==> run_1/clk_routes.png <==
The bar under the picture is 10 um long.
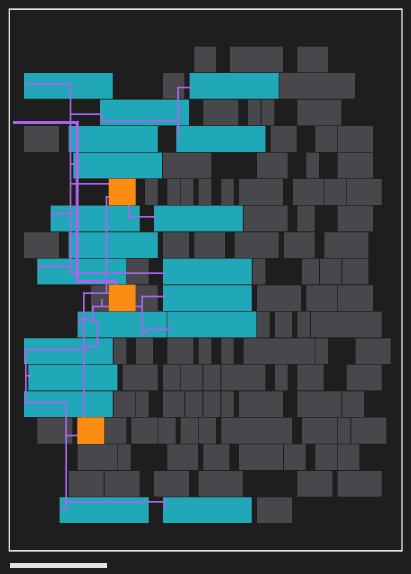
==> run_1/flops_by_reg.png <==
Other sequential cells in the stronger grey, the rest of the logic in the fainter grey.
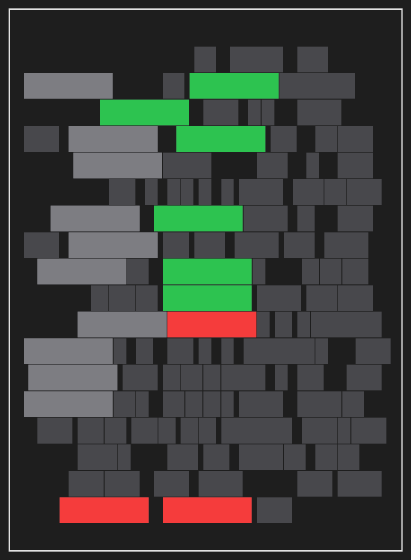
==> run_1/logic_types.png <==
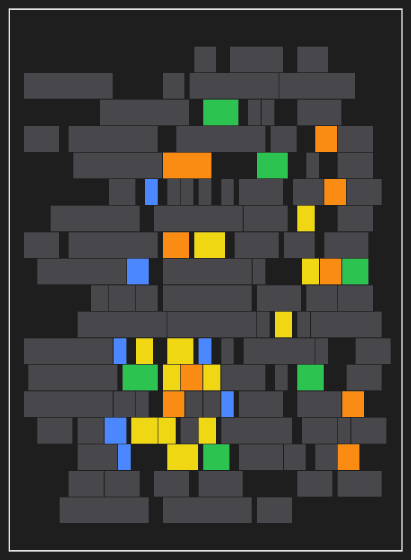
==> run_1/sizes.png <==
The bar under the picture is 10 um long.
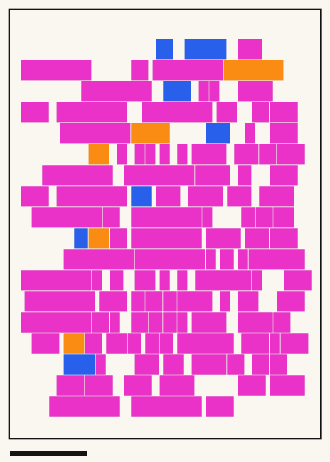
### src/rtl/bank_queue_pkg.sv
// Shared defaults, widths and FSM state type for the bank queue controller.
package bank_queue_pkg;

   localparam int DEPTH_DEF       = 7;
   localparam int SERVICE_SEC_DEF = 3;
   localparam int PCOUNT_W        = 3;
   localparam int WTIME_W         = 8;
   localparam int ELAPSED_W       = 6;

   typedef enum logic {
      IDLE    = 1'b0,
      SERVING = 1'b1
   } state_t;

endpackage

### src/rtl/bank_queue_ctrl_sync_edge.sv
// Two-flop synchronizer followed by a rising-edge detector giving a one-cycle pulse.
module sync_edge (
   input  logic FPGA_clk,
   input  logic reset_n,
   input  logic i_async,
   output logic o_pulse
);

   logic r_meta;
   logic r_sync;
   logic r_prev;

   always_ff @(posedge FPGA_clk or negedge reset_n) begin
      if (!reset_n) begin
         r_meta <= 1'b0;
         r_sync <= 1'b0;
         r_prev <= 1'b0;
      end else begin
         r_meta <= i_async;
         r_sync <= r_meta;
         r_prev <= r_sync;
      end
   end

   assign o_pulse = r_sync & ~r_prev;

endmodule

### src/rtl/bank_queue_ctrl.sv
// Bank queue controller: counts waiting customers and estimates the wait for a new arrival.
module bank_queue_ctrl
   import bank_queue_pkg::*;
#(
   parameter int DEPTH       = DEPTH_DEF,
   parameter int SERVICE_SEC = SERVICE_SEC_DEF
) (
   input  logic                FPGA_clk,
   input  logic                reset_n,
   input  logic                OneHzClk,
   input  logic                pin,
   input  logic                pout,
   output logic [PCOUNT_W-1:0] pcount,
   output logic [WTIME_W-1:0]  wtime,
   output logic                empty,
   output logic                full
);

   localparam logic [PCOUNT_W-1:0]  DEPTH_V    = PCOUNT_W'(DEPTH);
   localparam logic [ELAPSED_W-1:0] ELAPSED_MX = ELAPSED_W'(SERVICE_SEC - 1);
   localparam logic [WTIME_W-1:0]   SVC_V      = WTIME_W'(SERVICE_SEC);

   logic w_secTick;
   logic w_arrive;
   logic w_depart;

   state_t                r_state;
   logic [PCOUNT_W-1:0]   r_pcount;
   logic [ELAPSED_W-1:0]  r_elapsed;
   logic                  w_empty;
   logic                  w_full;

   sync_edge u_sec (
      .FPGA_clk (FPGA_clk),
      .reset_n  (reset_n),
      .i_async  (OneHzClk),
      .o_pulse  (w_secTick)
   );

   sync_edge u_pin (
      .FPGA_clk (FPGA_clk),
      .reset_n  (reset_n),
      .i_async  (pin),
      .o_pulse  (w_arrive)
   );

   sync_edge u_pout (
      .FPGA_clk (FPGA_clk),
      .reset_n  (reset_n),
      .i_async  (pout),
      .o_pulse  (w_depart)
   );

   assign w_empty = (r_pcount == '0);
   assign w_full  = (r_pcount == DEPTH_V);

   // A departure restarts the service timer for the next customer and overrides any tick.
   always_ff @(posedge FPGA_clk or negedge reset_n) begin
      if (!reset_n) begin
         r_state   <= IDLE;
         r_pcount  <= '0;
         r_elapsed <= '0;
      end else begin
         case (r_state)
            IDLE: begin
               r_elapsed <= '0;
               if (w_arrive) begin
                  r_pcount <= PCOUNT_W'(1);
                  r_state  <= SERVING;
               end
            end
            SERVING: begin
               if (w_depart) begin
                  r_elapsed <= '0;
                  if (!w_arrive) begin
                     r_pcount <= r_pcount - PCOUNT_W'(1);
                     if (r_pcount == PCOUNT_W'(1))
                        r_state <= IDLE;
                  end
               end else begin
                  if (w_arrive && !w_full)
                     r_pcount <= r_pcount + PCOUNT_W'(1);
                  if (w_secTick && (r_elapsed < ELAPSED_MX))
                     r_elapsed <= r_elapsed + ELAPSED_W'(1);
               end
            end
            default: r_state <= IDLE;
         endcase
      end
   end

   assign pcount = r_pcount;
   assign empty  = w_empty;
   assign full   = w_full;
   assign wtime  = (r_state == SERVING)
                 ? (WTIME_W'(r_pcount) * SVC_V) - WTIME_W'(r_elapsed)
                 : '0;

endmodule

### config.mk
export PLATFORM = sky130hd
export DESIGN_NAME = bank_queue_ctrl
export DESIGN_NICKNAME = d
export VERILOG_FILES = /design/src/rtl/bank_queue_pkg.sv /design/src/rtl/bank_queue_ctrl_sync_edge.sv /design/src/rtl/bank_queue_ctrl.sv
export SDC_FILE = /design/constraint.sdc
export NUM_CORES = 1
export LEC_CHECK = 0
export ABC_CLOCK_PERIOD_IN_PS = 9600
export CAP_MARGIN = 25
export CORE_ASPECT_RATIO = 1.4
export CORE_UTILIZATION = 55
export DETAILED_ROUTE_END_ITERATION = 10
export PLACE_DENSITY = 0.89
export SETUP_SLACK_MARGIN = 0.4
export SLEW_MARGIN = 25
export SYNTH_ARGS = -nofsm -noshare
export SYNTH_HDL_FRONTEND = slang
export SYNTH_SLANG_ARGS = --single-unit
### constraint.sdc
create_clock -name FPGA_clk -period 9.6 [get_ports FPGA_clk]
set_clock_uncertainty 0.05 [all_clocks]
set_input_delay 2.88 -clock FPGA_clk [delete_from_list [all_inputs] [get_ports FPGA_clk]]
set_output_delay 2.88 -clock FPGA_clk [all_outputs]
set_load 0.1 [all_outputs]
==> Table 3: Implementation characteristics, run 1 <==
Implementation parameters

Parameter                              Value

Drt
  Met2 Wirelength .................. 1.09 mm
  Detailed route wirelength on metal3 .................. 46 um
  Sum of routed wire length over all layers .................. 1.95 mm
  Max Used Layer .................. met4
  Routed via count .................. 814

Layout
  Diode insertion count for antenna repair .................. 0
  Proportion of cell area occupied by registers .................. 35.8%
  Number of flip-flops and latches .................. 19

Placed design
  IO buf count .................. 17
  Global placer's final weighted congestion .................. 0.905
  Post-DP Area .................. 1300 um2

Clocking
  Worst-case clock buffer depth .................. 2
  H-tree Lvls .................. 1
  Hold buffers post-CTS .................. 0
  Clock transition at path regs .................. 0.10 ns
  Postcts setup bufs .................. 0
  Clock insertion delay at the later pin of the skew report .................. 0.28 ns
  Sink Count .................. 19
  Clock tree from TritonCTS .................. built

GRT
  Aggregate global-route resource usage .................. 21.2%
  Antenna violations before repair .................. 0
  Maximum number of pins on one net before global-route repair .................. 20
  Via count of the first global-routing pass .................. 816
  Global Route met3 Usage .................. 1.20%

Final timing
  Clock period minus final worst setup slack .................. 6.75 ns
  Rel. slew slack .................. 35.3%
  Total setup violations reported at the end of the flow .................. 0
  Achievable clock frequency .................. 0.148 GHz
  Final setup slack of the worst path .................. 2.85 ns

Die
  Cell Rows .................. 18

Yosys
  Post-Synthesis Cells .................. 103
  Sequential-to-total area share from yosys stat .................. 42.5%
  Total cell area reported by yosys after synthesis .................. 1120 um2
  Number of standard cells reported by yosys .................. 103
  Dominant Register Cell .................. dfrtp_1

Critical path
  Element type at the critical path start .................. flip-flop
  Cell with the largest stage delay on the worst path .................. clkdlybuf4s50_1
  Crit end category .................. output port
  Worst path arrival time .................. 3.82 ns
  Required time reported for the critical path endpoint .................. 6.67 ns

Job
  Total number of warnings across the stage logs .................. 29

Status
  Run status .................. complete, no violations
Back to the opening pictures, clk_routes.png:
Key: flip-flops = cyan [count 19]; clock wires = purple [length 189 um]; clock drivers = orange [count 3]
There are 4 routed clock nets.

Back to the opening pictures, flops_by_reg.png:
Key: `r_elapsed` = green [flops 6]; `pcount` = red [flops 3]
Another 10 sequential cells are not coloured.

Back to the opening pictures, logic_types.png:
Key: and/or cells = orange [cells 9, most used and2_1]; aoi and oai cells = yellow [cells 12]; nand cells = blue [cells 7, most used nand2_1]; non-inverting ao/oa cells = green [cells 6, most used a21o_1]

Back to the opening pictures, sizes.png:
Key: _2 cells = blue [cells 7]; _3 and _4 cells = orange [cells 5]; _0 and _1 cells = magenta [cells 109]

## run 1: registers in the layout, summed over array words and instances, names as in the netlist
| name | flops |
|---|---|
| r_elapsed | 6 |
| pcount | 3 |
| r_state | 1 |
| u_pin.r_meta | 1 |
| u_pin.r_prev | 1 |
| u_pin.r_sync | 1 |
| u_pout.r_meta | 1 |
| u_pout.r_prev | 1 |
| u_pout.r_sync | 1 |
| u_sec.r_meta | 1 |
| u_sec.r_prev | 1 |
| u_sec.r_sync | 1 |
## run 1: cell families after synthesis
| group | count (synthesis) | synth area share [%] |
|---|---|---|
| fa+ha+maj | 15 | 18.8 |
| compound gates | 18 | 11.1 |
| xor+xnor | 4 | 3.13 |
| buf+inv | 13 | 4.69 |
| simple gates | 33 | 18.9 |
| mux | 1 | 1.01 |
| flops | 19 | 42.5 |
## run 1: path summary, 6_finish.rpt
kind | start | to | slack [ns] | cells past startpoint
min in group asynchronous | reset_n | r_elapsed[3] | 2.99 | 1
hold / removal | u_sec.r_meta | u_sec.r_sync | 0.32 | 0
setup reg to reg | pcount[0] | pcount[1] | 7.65 | 5
setup / recovery | pcount[1] | wtime[5] | 2.85 | 9
max in group asynchronous | reset_n | r_elapsed[5] | 6.04 | 1
hold reg to reg | u_sec.r_meta | u_sec.r_sync | 0.32 | 0
## run 1: worst max-delay path, delay by kind of cell (launching register included)
kind / cells / cell delay (ns)
adders and majority gates: 2 / 1.01
DFF: 1 / 0.48
AOI/OAI and AO/OA: 2 / 0.38
buffers and inverters: 3 / 1.35
xor gates and xnor gates: 1 / 0.17
and+or+nand+nor: 1 / 0.14
==> run 2: changes to the inputs <==
--- a/config.mk
+++ b/config.mk
@@ -5,12 +5,12 @@
 export SDC_FILE = /design/constraint.sdc
 export NUM_CORES = 1
 export LEC_CHECK = 0
-export ABC_CLOCK_PERIOD_IN_PS = 9600
+export ABC_CLOCK_PERIOD_IN_PS = 5800
 export CAP_MARGIN = 25
 export CORE_ASPECT_RATIO = 1.4
-export CORE_UTILIZATION = 55
+export CORE_UTILIZATION = 47
 export DETAILED_ROUTE_END_ITERATION = 10
-export PLACE_DENSITY = 0.89
+export PLACE_DENSITY = 0.81
 export SETUP_SLACK_MARGIN = 0.4
 export SLEW_MARGIN = 25
 export SYNTH_ARGS = -nofsm -noshare
==> constraint.sdc (replaced) <==
create_clock -name FPGA_clk -period 5.8 [get_ports FPGA_clk]
set_clock_uncertainty 0.05 [all_clocks]
set_input_delay 1.74 -clock FPGA_clk [delete_from_list [all_inputs] [get_ports FPGA_clk]]
set_output_delay 1.74 -clock FPGA_clk [all_outputs]
set_load 0.1 [all_outputs]
==> run_2/clk_routes.png <==
The bar under the picture is 10 um long.
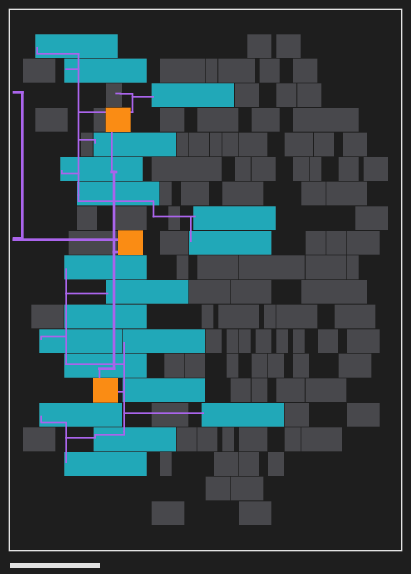
Key: clock wires = purple [length 180 um]; clock drivers = orange [count 3]; flip-flops = cyan [count 19]
There are 4 routed clock nets.

==> run_2/flops_by_reg.png <==
Other sequential cells in the stronger grey, the rest of the logic in the fainter grey.
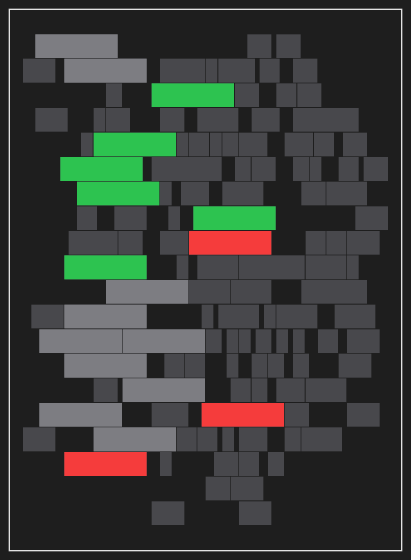
Key: `pcount` = red [flops 3]; `r_elapsed` = green [flops 6]
Another 10 sequential cells are not coloured.

==> run 2 against run 1 <==
Clock-buffer cell count did not move. Routed wire length is 4.5% lower. Global-route usage shrank 4.6 points. Die area rose by 16%. Cell count increased by 1.4%. Highest routed layer unchanged.
==> Table 3: Implementation characteristics, run 2 <==
Implementation parameters

Parameter                              Value

Status
  Run status .................. complete, no violations

Critical path
  Required time reported for the critical path endpoint .................. 4.01 ns (-2.66 ns)
  Worst path arrival time .................. 2.95 ns (-0.87 ns)
  Crit end category .................. output port

GRT
  Via count of the first global-routing pass .................. 796 (-2.5%)
  Global Route met3 Usage .................. 1.51% (+0.31 points)
  Aggregate global-route resource usage .................. 16.6% (-4.6 points)

Die
  Cell Rows .................. 20 (+2)

Clocking
  Sink Count .................. 19 (unchanged)
  Postcts setup bufs .................. 0 (unchanged)
  Clock transition at path regs .................. 0.10 ns (about the same)

Job
  Total number of warnings across the stage logs .................. 29 (unchanged)

Drt
  Sum of routed wire length over all layers .................. 1.86 mm (-4.5%)
  Max Used Layer .................. met4
  Met2 Wirelength .................. 933 um (-15%)

Final timing
  Rel. slew slack .................. 35.7% (+0.35 points)
  Achievable clock frequency .................. 0.211 GHz
  Clock period minus final worst setup slack .................. 4.74 ns
  Total setup violations reported at the end of the flow .................. 0 (unchanged)

Placed design
  Post-DP Area .................. 1290 um2 (-0.39%)
  Global placer's final weighted congestion .................. 0.760 (-16%)
  IO buf count .................. 17 (unchanged)

Yosys
  Number of standard cells reported by yosys .................. 103 (unchanged)
  Post-Synthesis Cells .................. 103 (unchanged)
  Sequential-to-total area share from yosys stat .................. 42.5% (unchanged)
  Total cell area reported by yosys after synthesis .................. 1120 um2 (unchanged)

Layout
  Proportion of cell area occupied by registers .................. 36.0% (+0.14 points)
  Number of flip-flops in the largest register .................. 6 (unchanged)
  Register ranked first by flip-flop count .................. r_elapsed
## run 2: cell types whose count changed in the layout (fill, tap and decap cells not counted), sizes merged
cell           previous run  this run
buf                       0         6
clkdlybuf4s50            17        11
## run 2: cells by family (layout without fill, tap and decap cells)
group                      after synthesis  in the layout  synth area share, %
AOI/OAI and AO/OA                       18             18                 11.1
buffers and inverters                   13             31                 4.69
muxes                                    1              1                 1.01
xor gates and xnor gates                 4              4                 3.13
and+or+nand+nor                         33             33                 18.9
DFF                                     19             19                 42.5
adders and majority gates               15             15                 18.8
## run 2: path summary, 6_finish.rpt
kind,slack (ns),to,cells past startpoint,startpoint
max reg2reg,3.99,pcount[0],5,pcount[0]
max,1.06,wtime[5],9,pcount[1]
min,0.31,u_pin.r_sync,0,u_pin.r_meta
max in group asynchronous,3.36,u_pin.r_prev,1,reset_n
min reg2reg,0.31,u_pin.r_sync,0,u_pin.r_meta
min in group asynchronous,1.85,u_sec.r_sync,1,reset_n
## run 2: worst max-delay path, cell delays in order, from the launching register on
cell     delay [ns]
dfrtp_1        0.48
inv_1          0.16
fa_1           0.56
inv_1          0.07
fa_1           0.45
a21o_1         0.19
a21oi_1        0.16
xor2_1         0.16
and2_1         0.14
buf_4          0.28
## run 2: per-stage QoR
step           hold slack, ns  setup WS, ns
4_1_cts                 0.312          1.04
3_3_place_gp            0.284          1.45
6_report                0.308          1.06
2_1_floorplan           0.281         0.416
5_1_grt                 0.322         0.907
3_5_place_dp            0.288          1.37
==> run 3: changes to the inputs <==
--- a/config.mk
+++ b/config.mk
@@ -5,12 +5,12 @@
 export SDC_FILE = /design/constraint.sdc
 export NUM_CORES = 1
 export LEC_CHECK = 0
-export ABC_CLOCK_PERIOD_IN_PS = 5800
+export ABC_CLOCK_PERIOD_IN_PS = 4850
 export CAP_MARGIN = 25
 export CORE_ASPECT_RATIO = 1.4
-export CORE_UTILIZATION = 47
+export CORE_UTILIZATION = 52
 export DETAILED_ROUTE_END_ITERATION = 10
-export PLACE_DENSITY = 0.81
+export PLACE_DENSITY = 0.85
 export SETUP_SLACK_MARGIN = 0.4
 export SLEW_MARGIN = 25
 export SYNTH_ARGS = -nofsm -noshare
==> constraint.sdc (replaced) <==
create_clock -name FPGA_clk -period 4.85 [get_ports FPGA_clk]
set_clock_uncertainty 0.05 [all_clocks]
set_input_delay 1.455 -clock FPGA_clk [delete_from_list [all_inputs] [get_ports FPGA_clk]]
set_output_delay 1.455 -clock FPGA_clk [all_outputs]
set_load 0.1 [all_outputs]
==> run 3 against run 2 <==
Core utilization grew 7.7 points. Critical endpoint unchanged. Largest cell class unchanged.
==> Table 3: Implementation characteristics, run 3 <==
Implementation parameters

Parameter                              Value

Status
  Run status .................. complete, no violations

Layout
  Register ranked first by flip-flop count .................. r_elapsed
  Number of flip-flops in the largest register .................. 6 (unchanged)

Yosys
  XORs/XNORs by Area .................. 3.13% (unchanged)
  FA/HA/MAJ Cells, Area Fraction .................. 18.8% (unchanged)
  Total cell area reported by yosys after synthesis .................. 1120 um2 (unchanged)
  Compound-gate portion of the synthesized area .................. 11.1% (unchanged)
  Mux share .................. 1.01% (unchanged)
  Biggest combinational cell group after synthesis .................. simple AND/OR/NAND/NOR gates
  Number of standard cells reported by yosys .................. 103 (unchanged)
  Synth Area in Simple Gates .................. 18.9% (unchanged)

Critical path
  Crit path max-delay family .................. adder cells
  Cell mode on critical path .................. fa_1
  Cell-by-cell trace of the critical path .................. inv_1 -> fa_1 -> ha_1 -> fa_1 -> a21o_1 -> a21oi_2 -> xor2_1 -> and2_2 -> buf_12
  Crit end category .................. output port
  Number of buffer and inverter instances along the worst setup path .................. 2 (-1)
  Crit-path max cell delay .................. 0.45 ns (-0.11 ns)
  Required time reported for the critical path endpoint .................. 3.35 ns (-0.66 ns)
  Worst path arrival time .................. 2.81 ns (-0.14 ns)

Final timing
  Achievable clock frequency .................. 0.232 GHz
  Rel. slew slack .................. 35.0% (-0.70 points)
  Total setup violations reported at the end of the flow .................. 0 (unchanged)
  Clock period minus final worst setup slack .................. 4.31 ns

Placed design
  Global placer's final weighted congestion .................. 0.928 (+22%)
  Worst setup slack before clock tree synthesis .................. 0.841 ns (-0.533 ns)
  IO buf count .................. 17 (unchanged)

GRT
  Aggregate global-route resource usage .................. 19.7% (+3.1 points)
  Via count of the first global-routing pass .................. 772 (-3.0%)

Drt
  Sum of routed wire length over all layers .................. 1.87 mm (+0.32%)

Clocking
  Clock transition at path regs .................. 0.10 ns (about the same)
  Sink Count .................. 19 (unchanged)

Die
  Die extent in x .................. 41.2 um
-- run 3: cell types whose count changed in the layout (fill, tap and decap cells not counted) --
cell,before,now
dfrtp_4,0,2
dfrtp_2,0,1
buf_12,0,1
and2_2,0,1
dfrtp_1,19,16
clkdlybuf4s50_1,11,10
a21oi_1,4,3
buf_4,6,7
and2_1,6,5
a21oi_2,0,1
-- run 3: area by class of cell --
cell class                      instances  area, um2
Clock buffer                            3       22.5
Clock inverter                          1       5.00
Fill cell                             150        644
Inverter                               10       37.5
Multi-Input combinational cell         71        604
Sequential cell                        19        484
Tap cell                               21       26.3
Timing Repair Buffer                   18        173
-- run 3: final timing paths --
kind	startpoint	end	slack (ns)	cells after the start
worst max-delay path	r_elapsed[1]	wtime[5]	0.54	9
worst min-delay path	u_sec.r_meta	u_sec.r_sync	0.31	0
worst max register to register	pcount[1]	pcount[0]	3.11	5
worst min register to register	u_sec.r_meta	u_sec.r_sync	0.31	0
max in group asynchronous	reset_n	pcount[2]	2.60	1
min in group asynchronous	reset_n	u_sec.r_sync	1.57	1
-- run 3: metrics by stage --
step / hold WS [ns]
2_1_floorplan: 0.281
3_3_place_gp: 0.288
3_5_place_dp: 0.286
4_1_cts: 0.314
5_1_grt: 0.328
6_report: 0.311
-- run 3: what timing repair did --
| item | in CTS | in global routing |
|---|---|---|
| endpoints found under the setup margin | 0 | 1 |
| buffers inserted | 0 | 1 |
| resized | 0 | 1 |
-- run 3: metal layers --
| metal | share of wire (%) | track usage, % | vias up |
|---|---|---|---|
| li1 | - | - | 385 |
| met4 | 0.91 | 9.22 | 0 |
| met5 | 0 | 0 | - |
| met2 | 55 | 32.8 | 23 |
| met1 | 41 | 24.6 | 377 |
| met3 | 3.4 | 1.19 | 2 |
==> run_3/sizes.png <==
The bar under the picture is 10 um long.
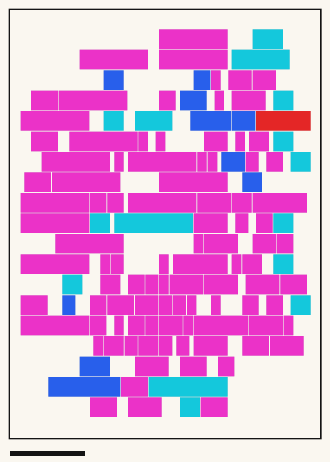
Key: _6 and larger = red [cells 1]; _2 cells = blue [cells 10]; _0 and _1 cells = magenta [cells 96]; _3 and _4 cells = cyan [cells 15]
final instance area: 1350 um2
final setup slack of the worst path: 0.539 ns
P&R area growth vs syn: 20.8%
Plain + repair buffers: 18

==> run_3/logic_types.png <==
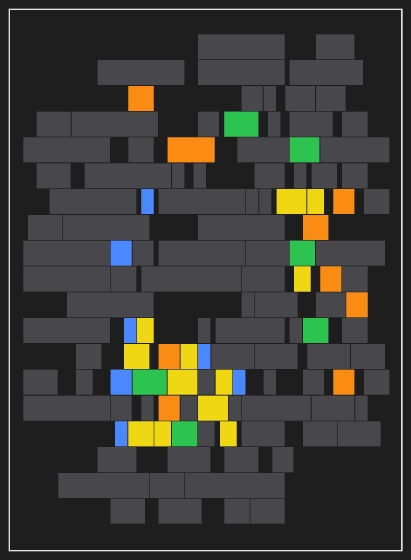
Key: and/or cells = orange [cells 9, most used and2_1]; aoi and oai cells = yellow [cells 12, most used o21ai_0]; nand cells = blue [cells 7, most used nand2_1]; non-inverting ao/oa cells = green [cells 6, most used a21o_1]

